## config.mk

```make
export PLATFORM = sky130hd
export DESIGN_NAME = inst_sram_port_arbiter
export DESIGN_NICKNAME = d
export VERILOG_FILES = /design/src/rtl/inst_sram_port_arbiter.sv
export SDC_FILE = /design/constraint.sdc
export NUM_CORES = 1
export LEC_CHECK = 0
export CORE_AREA = 2 2 123 125
export CTS_BUF_LIST = sky130_fd_sc_hd__clkbuf_8 sky130_fd_sc_hd__clkbuf_16
export CTS_CLUSTER_DIAMETER = 200
export DETAILED_ROUTE_END_ITERATION = 10
export DIE_AREA = 0 0 125 127
export HOLD_SLACK_MARGIN = 0.1
export SYNTH_ARGS = -nofsm -noshare
export SYNTH_HDL_FRONTEND = slang
export SYNTH_SLANG_ARGS = --single-unit
```

## constraint.sdc

```tcl
create_clock -name clk_i -period 2.13 [get_ports clk_i]
set_input_delay 0.426 -clock clk_i [delete_from_list [all_inputs] [get_ports clk_i]]
set_output_delay 0.426 -clock clk_i [all_outputs]
set_load 0.02 [all_outputs]
```

## src/rtl/inst_sram_port_arbiter.sv

```systemverilog
// rtl/inst_sram_port_arbiter.sv - two-requester OBI arbiter for the instruction SRAM port
//
// Purpose: shares one OBI memory port between the core fetch unit (port 0) and an
// AXI adapter (port 1). Port 0 has priority. Port 1 takes over once it has waited
// STARVE_LIMIT cycles. A request that the memory stalls is locked until it is
// granted. A FIFO of port IDs sends each response back to the port that issued it.
//
// Ports:
//   clk_i, reset_i         clock, synchronous active-high reset
//   p0_* / p1_*            requester OBI ports (req/gnt/addr/we/be/wdata, rvalid/rdata)
//   mem_*                  memory-side OBI port
//   busy_o, outstanding_o  outstanding-transaction status
//   err_o                  sticky flag: response arrived with nothing outstanding
module inst_sram_port_arbiter #(
   parameter int ADDR_WIDTH      = 32,
   parameter int DATA_WIDTH      = 32,
   parameter int MAX_OUTSTANDING = 2,
   parameter int STARVE_LIMIT    = 8
) (
   input  logic                                 clk_i,
   input  logic                                 reset_i,
   input  logic                                 p0_req_i,
   output logic                                 p0_gnt_o,
   input  logic [ADDR_WIDTH-1:0]                p0_addr_i,
   input  logic                                 p0_we_i,
   input  logic [DATA_WIDTH/8-1:0]              p0_be_i,
   input  logic [DATA_WIDTH-1:0]                p0_wdata_i,
   output logic                                 p0_rvalid_o,
   output logic [DATA_WIDTH-1:0]                p0_rdata_o,
   input  logic                                 p1_req_i,
   output logic                                 p1_gnt_o,
   input  logic [ADDR_WIDTH-1:0]                p1_addr_i,
   input  logic                                 p1_we_i,
   input  logic [DATA_WIDTH/8-1:0]              p1_be_i,
   input  logic [DATA_WIDTH-1:0]                p1_wdata_i,
   output logic                                 p1_rvalid_o,
   output logic [DATA_WIDTH-1:0]                p1_rdata_o,
   output logic                                 mem_req_o,
   input  logic                                 mem_gnt_i,
   output logic [ADDR_WIDTH-1:0]                mem_addr_o,
   output logic                                 mem_we_o,
   output logic [DATA_WIDTH/8-1:0]              mem_be_o,
   output logic [DATA_WIDTH-1:0]                mem_wdata_o,
   input  logic                                 mem_rvalid_i,
   input  logic [DATA_WIDTH-1:0]                mem_rdata_i,
   output logic                                 busy_o,
   output logic [$clog2(MAX_OUTSTANDING+1)-1:0] outstanding_o,
   output logic                                 err_o
);

   localparam int CNT_W = $clog2(MAX_OUTSTANDING + 1);
   localparam int PTR_W = (MAX_OUTSTANDING > 1) ? $clog2(MAX_OUTSTANDING) : 1;
   localparam int SC_W  = $clog2(STARVE_LIMIT + 1);

   logic [MAX_OUTSTANDING-1:0] fifo_q;
   logic [PTR_W-1:0]           wr_ptr_q, rd_ptr_q;
   logic [CNT_W-1:0]           count_q;
   logic [SC_W-1:0]            starve_cnt_q;
   logic                       lock_q, lock_port_q;
   logic                       err_q;

   logic fifo_full, fifo_empty;
   logic sel_valid, sel_port;
   logic push, pop, head_port;

   // Selection. A locked request is replayed unconditionally. Otherwise, when the
   // FIFO is full nothing is issued, even if a pop happens in the same cycle.
   always_comb begin
      fifo_full  = (count_q == CNT_W'(MAX_OUTSTANDING));
      fifo_empty = (count_q == '0);
      sel_valid  = 1'b0;
      sel_port   = 1'b0;
      if (lock_q) begin
         sel_valid = 1'b1;
         sel_port  = lock_port_q;
      end else if (!fifo_full) begin
         if (p1_req_i && ((starve_cnt_q == SC_W'(STARVE_LIMIT)) || !p0_req_i)) begin
            sel_valid = 1'b1;
            sel_port  = 1'b1;
         end else if (p0_req_i) begin
            sel_valid = 1'b1;
         end
      end
   end

   assign push      = sel_valid && mem_gnt_i;
   assign pop       = mem_rvalid_i && !fifo_empty;
   assign head_port = fifo_q[rd_ptr_q];

   assign mem_req_o   = sel_valid;
   assign mem_addr_o  = !sel_valid ? '0   : (sel_port ? p1_addr_i  : p0_addr_i);
   assign mem_we_o    = !sel_valid ? 1'b0 : (sel_port ? p1_we_i    : p0_we_i);
   assign mem_be_o    = !sel_valid ? '0   : (sel_port ? p1_be_i    : p0_be_i);
   assign mem_wdata_o = !sel_valid ? '0   : (sel_port ? p1_wdata_i : p0_wdata_i);
   assign p0_gnt_o    = sel_valid && !sel_port && mem_gnt_i;
   assign p1_gnt_o    = sel_valid &&  sel_port && mem_gnt_i;

   assign p0_rvalid_o = pop && !head_port;
   assign p1_rvalid_o = pop &&  head_port;
   assign p0_rdata_o  = mem_rdata_i;
   assign p1_rdata_o  = mem_rdata_i;

   assign outstanding_o = count_q;
   assign busy_o        = (count_q != '0);
   assign err_o         = err_q;

   always_ff @(posedge clk_i) begin
      if (reset_i) begin
         fifo_q       <= '0;
         wr_ptr_q     <= '0;
         rd_ptr_q     <= '0;
         count_q      <= '0;
         starve_cnt_q <= '0;
         lock_q       <= 1'b0;
         lock_port_q  <= 1'b0;
         err_q        <= 1'b0;
      end else begin
         if (push) begin
            fifo_q[wr_ptr_q] <= sel_port;
            wr_ptr_q <= (wr_ptr_q == PTR_W'(MAX_OUTSTANDING - 1)) ? '0 : wr_ptr_q + 1'b1;
         end
         if (pop) begin
            rd_ptr_q <= (rd_ptr_q == PTR_W'(MAX_OUTSTANDING - 1)) ? '0 : rd_ptr_q + 1'b1;
         end
         case ({push, pop})
            2'b10:   count_q <= count_q + CNT_W'(1);
            2'b01:   count_q <= count_q - CNT_W'(1);
            default: count_q <= count_q;
         endcase

         if (!p1_req_i || (push && sel_port)) begin
            starve_cnt_q <= '0;
         end else if (starve_cnt_q != SC_W'(STARVE_LIMIT)) begin
            starve_cnt_q <= starve_cnt_q + SC_W'(1);
         end

         // Hold a stalled request so the memory sees stable fields until it grants.
         lock_q      <= sel_valid && !mem_gnt_i;
         lock_port_q <= sel_port;

         if (mem_rvalid_i && fifo_empty) begin
            err_q <= 1'b1;
         end
      end
   end

endmodule

```

==> CHANGELOG.md <==
## Implementation

* Via Count at between 3k and 4k
* Grt peak-use layer: met2
* Clock Skews at approximately 0.0018 ns
* # hold bufs at CTS at 0
* Final WS setup at -0.4173 ns
* Die ar. at between 15000 and 20000 sq um
* Drt via density at 4.661
* Status: finished with violations
* Post-Route WL at around 14000 microns
* Failing checks: setup timing
* CTS tree: done
* Fin. Hold Viols at 0
* Area growth syn-to-layout at 173.5%
* Post-synthesis async set-or-reset flop share at 0%
* Slowest CP cell: a2111oi_4
* WL per Instance at 17.27 microns
* Slew margin rel. at between 60% and 70%
* DRT antenna net count at 0
* # Max-Cap Violations at 0
* Initial DRC Count at about 55
* Power Total at around 4.3 mW
* Max-area cell share at a little over a fifth
* Crit start category: flip-flop
* Min Hold Slack at 0.4726 ns
* Vias in the first global route at just over 4k
* Top cells by area: o31ai_1 (21%), buf_4 (20%), o21ai_0 (15%)
* Synth Cell Area at 2440 sq um
* Synth warnings at 0
* Synthesized net count at ~560
* DRT Pass-1 Iters at 4
* Tool Warnings at 30
* Max clock buf depth at 2
* Minimum clock period at between 2 and 3 ns
* Total CTS buffers at 3
* Yosys chip area at about 2400 sq um
* Row count at about 44
* GR Layer Usage met3 at 3.978%
* DRC errors left at 0
* Core box area at 14420 sq um
* Final tally of setup violations at 71
* Buf+Inv Stages, Crit Path at 6
* Mean Syn Cell Area at between 6 and 7 sq um
* Reg2reg setup slack at 0.11 ns
* Largest net degree at the start of global routing at around 62
* Cell family with most CP delay: buffers and inverters
* Most common logic cells in the final layout: clkdlybuf4s50_1 (145), buf_4 (77), nand2_1 (71), o31ai_4 (62), buf_6 (59)
* CP Cell Sequence: inv_2 > ha_4 > nand3b_4 > a2111oi_4 > buf_6 > buf_12 > buf_12 > buf_8 > o31ai_4 > buf_6
* P_leak at ~2.7 nW
* GPL Wtd Cong at a little over 0.8
* Grt ovf at 0
* Port Buffers at 221
* Hold crit path type: flip-flop to flip-flop
* Type of the worst setup path: flip-flop to output pin
* Clock root cell: clkbuf_16
* Fin nets at a little under 800
* Initial antenna violation count at 1
* FF-to-FF path depth at 9
* Crit path depth at 10
* Clock sink count at 13
* Post-synth seq share at about a tenth
* Yosys Instances at between 300 and 400
* Gr usage total at between 10% and 20%
* GR Util met2 at 31.36%
* Hold_sp: err_o
* Met1 track demand over resource at roughly 17%
* Power per Cell Area at 643.5 nW/um^2
* Worst-Skew Late Latency at around 0.24 ns
* Worst Tran Pin Value at between 0.5 and 0.6 ns
* Slew Viols, Final at 0
* Crit path DRT at about 1.7 ns
* Share of cells above drive strength 1 at ~49%
* H-tree depth at 1
* RSZ-0062 raised after global routing: yes
* Post-DP HPWL at ~9400 microns
* IO Pins at between 300 and 400
* Main synth FF type: dfxtp_1
* Worst setup EP type: output pin
* Setup TNS at -26.64 ns
* Finished Cell Area at between 6000 and 7000 sq um
* Syn Inst Count at roughly 380
* CP max FO at 8
* Yosys top cell by area: o31ai_1
* Yosys cell types at 32
* Die Y at ~130 microns
* CP startpoint: starve_cnt_q[1]
* Hold path cells at 2
* F_max at between 0.3 and 0.4 GHz
* Placed cell areas at 5637 sq um
* First-pass GRT wire length at between 20000 and 25000 microns
* Worst r2r src: outstanding_o[1]
* CTS clock-pin slew for the worst setup and hold paths at about 0.05 ns
-- logic make-up (layout without fill, tap and decap cells) --
logic type               after synthesis  in the layout  share of synthesized area (%)
AND-OR/OR-AND                        153            153                          40.77
XOR/XNOR                               5              5                          1.795
adder cells (fa/ha/maj)                3              3                          1.539
buffers and inverters                113            337                          28.61
flip-flops                            13             13                          10.67
multiplexers                           1              1                         0.4103
other                                  0              1                              0
AND/OR/NAND/NOR                       94             94                          16.21
-- cells in the mapped netlist, types with 2 or more instances --
cell type / instances
xnor2_1: 2
nor3_1: 2
o31ai_1: 69
buf_4: 64
nand2_1: 71
a21oi_1: 6
inv_1: 9
nor2_1: 10
clkbuf_1: 22
buf_2: 14
nor4_1: 4
a311oi_2: 2
o21ai_0: 71
ha_1: 3
buf_6: 2
xor2_1: 3
dfxtp_1: 13
-- where the power goes --
| group | leakage (nW) | switching, mW | internal (mW) |
|---|---|---|---|
| clock | 0.0423 | 0.107 | 0.248 |
| sequential | 0.107 | 0.0278 | 0.288 |
| combinational | 2.55 | 1.72 | 1.90 |
| total | 2.70 | 1.86 | 2.44 |
-- final cells by class --
class	instances	area (sq um)
flip-flops and latches	13	262.8
well taps	184	230.2
clock inverters	1	3.754
clock buffers	3	75.07
inverters	9	36.28
repair buffers	324	3488
multi-input cells	256	2575
fillers	1367	7750
diodes	1	2.502
-- worst min-delay path by stage --
stage	to	slack (ns)
after floorplan	wr_ptr_q	0.49
after global placement	err_o	0.46
after detailed placement	err_o	0.47
after CTS	err_o	0.48
after global routing	err_o	0.50
final	err_o	0.47
-- layer usage --
metal  share of wire, %  wire length [microns]  vias to the layer above
li1                   -                      -                     1750
met1                 35                   4825                     1726
met2                 54                   7319                      175
met3                7.7                   1054                       36
met4                3.4                    461                        0
met5                  0                      0                        -
-- through the flow --
stage          cells  setup WS [ns]
2_1_floorplan    382       -0.07487
3_3_place_gp     752        -0.9872
3_5_place_dp     752         -1.013
4_1_cts          791        -0.4149
5_1_grt          791        -0.5240
6_report         791        -0.4173
-- worst min-delay path, stage by stage, from the launching register on --
cell	delay, ns
dfxtp_1	0.32
a21oi_1	0.04
nor2_1	0.07
-- state kept, by name, indices dropped and copies added (netlist names) --
| signal | count |
|---|---|
| err_o | 1 |
| fifo_q | 2 |
| lock_port_q | 1 |
| lock_q | 1 |
| outstanding_o | 2 |
| rd_ptr_q | 1 |
| starve_cnt_q | 4 |
| wr_ptr_q | 1 |
-- what timing repair did --
action / CTS / global route
setup endpoints to repair: 75 / 76
setup buffers: 26 / 2
resized: 543 / 46
endpoints found under the hold margin: 0 / 0
pin swaps: 25 / 18
cloned: 9 / 2
ff_map.png
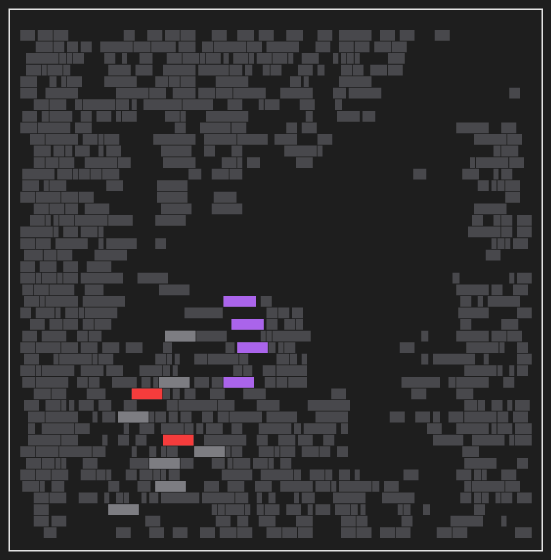
color	netlist name	placed flops
purple	starve_cnt_q	4
red	fifo_q	2
not colored	7
sequential power: 0.316 mW
Seq/total area: 3.937%
Final Util: 46.27%

gates.png
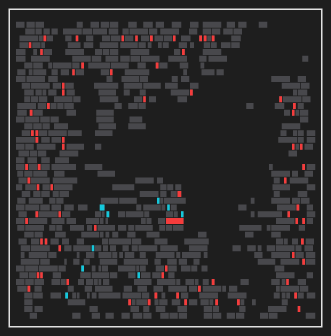
color	family	cells
cyan	inv cells	9
red	nand cells	73
Final Instance Count excl. Fillers: 791
combinational fraction of the cell area: 38.58%
most frequent logic cell in the layout: clkdlybuf4s50_1

Power figures rest on the tool's default switching activity, not on a simulated workload.
